File: config.mk
export PLATFORM = sky130hd
export DESIGN_NAME = striping_2lanes
export DESIGN_NICKNAME = d
export VERILOG_FILES = /design/src/rtl/striping_2lanes.sv
export SDC_FILE = /design/constraint.sdc
export NUM_CORES = 1
export LEC_CHECK = 0
export CELL_PAD_IN_SITES_DETAIL_PLACEMENT = 1
export CELL_PAD_IN_SITES_GLOBAL_PLACEMENT = 1
export CORE_ASPECT_RATIO = 2
export CORE_UTILIZATION = 39
export CTS_CLUSTER_SIZE = 40
export DETAILED_ROUTE_END_ITERATION = 16
export PLACE_DENSITY_LB_ADDON = 0.25
export SYNTH_ARGS = -nofsm -noshare
export SYNTH_HDL_FRONTEND = slang
export SYNTH_SLANG_ARGS = --single-unit
File: constraint.sdc
create_clock -name clk_4f -period 4.38 [get_ports clk_4f]
set_clock_uncertainty 0.1 [all_clocks]
set_input_delay 0.876 -clock clk_4f [delete_from_list [all_inputs] [get_ports clk_4f]]
set_output_delay 0.876 -clock clk_4f [all_outputs]
set_load 0.01 [all_outputs]
File: src/rtl/striping_2lanes.sv
// striping_2lanes: splits one 32-bit word stream into two lanes.
// Even words go to lane_0 and odd words go to lane_1. The pair is emitted one
// cycle after the odd word is accepted.
// Optional feature macro STRIPE_FLUSH_EN: when it is defined, a lone lane_0
// word that waits FLUSH_CYCLES idle cycles is emitted by itself (valid_1 = 0).
// When it is undefined, a held word waits in HOLD0 indefinitely.
//
// Handshake: the input side is valid-only. data_in is consumed on every
// clk_4f rising edge where valid_in=1, and there is no ready/back-pressure.
// Outputs are qualified by one-cycle valid_0/valid_1 pulses. Lane words hold
// their value between emissions.
module striping_2lanes #(
    // Idle cycles before a forced flush. The legal range is 2..15.
    parameter int unsigned FLUSH_CYCLES = 4
) (
    input  logic        clk_4f,
    input  logic        reset,
    input  logic [31:0] data_in,
    input  logic        valid_in,
    output logic [31:0] lane_0,
    output logic [31:0] lane_1,
    output logic        valid_0,
    output logic        valid_1,
    output logic [7:0]  pair_cnt,
    output logic        dbg_state_o
);

    typedef enum logic {
        IDLE  = 1'b0,
        HOLD0 = 1'b1
    } state_e;

    state_e      state_q, state_d;
    logic [31:0] hold_q, hold_d;
    logic [31:0] lane0_q, lane0_d;
    logic [31:0] lane1_q, lane1_d;
    logic        v0_q, v0_d;
    logic        v1_q, v1_d;
    logic [7:0]  cnt_q, cnt_d;

`ifdef STRIPE_FLUSH_EN
    // Counter value seen on the last idle cycle before the flush fires.
    localparam logic [3:0] FLUSH_LAST = 4'(FLUSH_CYCLES - 1);
    logic [3:0]  idle_q, idle_d;
`endif

    // State and datapath registers. Reset clears everything, including any held word.
    always_ff @(posedge clk_4f or posedge reset) begin
        if (reset) begin
            state_q <= IDLE;
            hold_q  <= '0;
            lane0_q <= '0;
            lane1_q <= '0;
            v0_q    <= 1'b0;
            v1_q    <= 1'b0;
            cnt_q   <= '0;
`ifdef STRIPE_FLUSH_EN
            idle_q  <= '0;
`endif
        end else begin
            state_q <= state_d;
            hold_q  <= hold_d;
            lane0_q <= lane0_d;
            lane1_q <= lane1_d;
            v0_q    <= v0_d;
            v1_q    <= v1_d;
            cnt_q   <= cnt_d;
`ifdef STRIPE_FLUSH_EN
            idle_q  <= idle_d;
`endif
        end
    end

    // Next-state logic: capture the even word, then emit a pair (or a flush).
    always_comb begin
        state_d = state_q;
        hold_d  = hold_q;
        lane0_d = lane0_q;
        lane1_d = lane1_q;
        v0_d    = 1'b0;
        v1_d    = 1'b0;
        cnt_d   = cnt_q;
`ifdef STRIPE_FLUSH_EN
        idle_d  = idle_q;
`endif
        case (state_q)
            IDLE: begin
                if (valid_in) begin
                    hold_d  = data_in;
`ifdef STRIPE_FLUSH_EN
                    idle_d  = '0;
`endif
                    state_d = HOLD0;
                end
            end
            HOLD0: begin
                // An arriving word always wins over a pending flush.
                if (valid_in) begin
                    lane0_d = hold_q;
                    lane1_d = data_in;
                    v0_d    = 1'b1;
                    v1_d    = 1'b1;
                    cnt_d   = cnt_q + 8'd1;
                    state_d = IDLE;
                end
`ifdef STRIPE_FLUSH_EN
                else if (idle_q == FLUSH_LAST) begin
                    lane0_d = hold_q;
                    v0_d    = 1'b1;
                    cnt_d   = cnt_q + 8'd1;
                    state_d = IDLE;
                end else begin
                    idle_d  = idle_q + 4'd1;
                end
`endif
            end
            default: state_d = IDLE;
        endcase
    end

    assign lane_0      = lane0_q;
    assign lane_1      = lane1_q;
    assign valid_0     = v0_q;
    assign valid_1     = v1_q;
    assign pair_cnt    = cnt_q;
    assign dbg_state_o = state_q;

endmodule

Fig. 1: routing congestion map
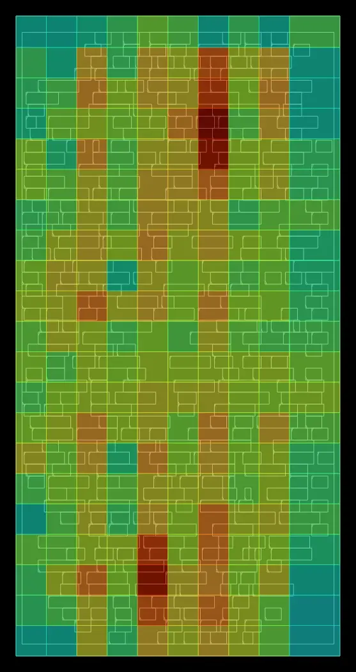
grt met2 use: 29.7%
GR Layer Usage met1: 19.5%
fin util: 56.3%
M3 GR Usage: 4.79%

Fig. 2: port wiring
The bar under the picture is 20 µm long.
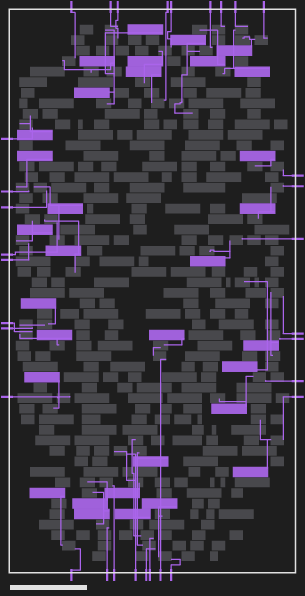
- `lane_1`: purple (bits 32; direction output; edge 9 top, 8 bottom, 8 left, 7 right; end cells 32; buffers 32; wire 951 µm)

==> CHANGELOG.md <==
### Physical design

* Status: completed
* R2r setup slk at 2.44 ns
* Core Area at 9830 µm²
* Invs w/o clock at 3
* # diodes at 0
* Worst R2R Path Depth at 3
* Slew margin rel. at 41.2%
* Largest net degree at the start of global routing at 107
* Cell row count at 51
* Final worst path period share at 59.9%
* IO buf count at 109
* Placed cell count at 469
* Psw at 1.22 mW
* WL per Instance at 17.5 µm
* MI comb area at 1270 µm²
* Logic pwr share at 39.2%
* Via density at 4.84
* Initial Util at 40.7%
* Clk_lat worst skew at 0.33 ns
* Ports at 110
* Slew @ Worst Pin at 0.881 ns
* PostCTS Resize Cnt at 0
* Mapped Cells at 238
* Largest cell class by area: registers
* Layout non-clock buf frac at 20.3%
* CP startpoint: valid_in
* CLK BUF at 13
* Combinational power at 1.67 mW
* Hold WC Path Type: reg -> reg
* Yosys cell count at 238
* Seq. cell area at 2650 µm²
* Top cells excl fill/tap: clkdlybuf4s50_1, dfrtp_1, mux2_2
* Yosys aoi share at 0%
* Flops at 106
* Cts hold-fix bufs at 0
Fig. 3: metal 1
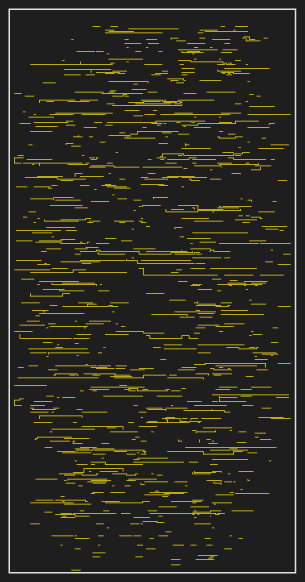
- share of all routed wire: 37%
- nets with wire on the layer: 325
WL final: 8.47 mm
Vias: 2343

Fig. 4: where the registers sit
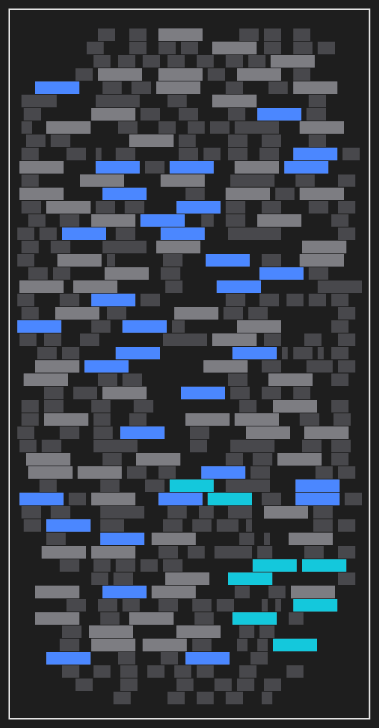
- `pair_cnt`: cyan (flops 8)
- `lane_0`: blue (flops 32)

Power figures rest on the tool's default switching activity, not on a simulated workload.
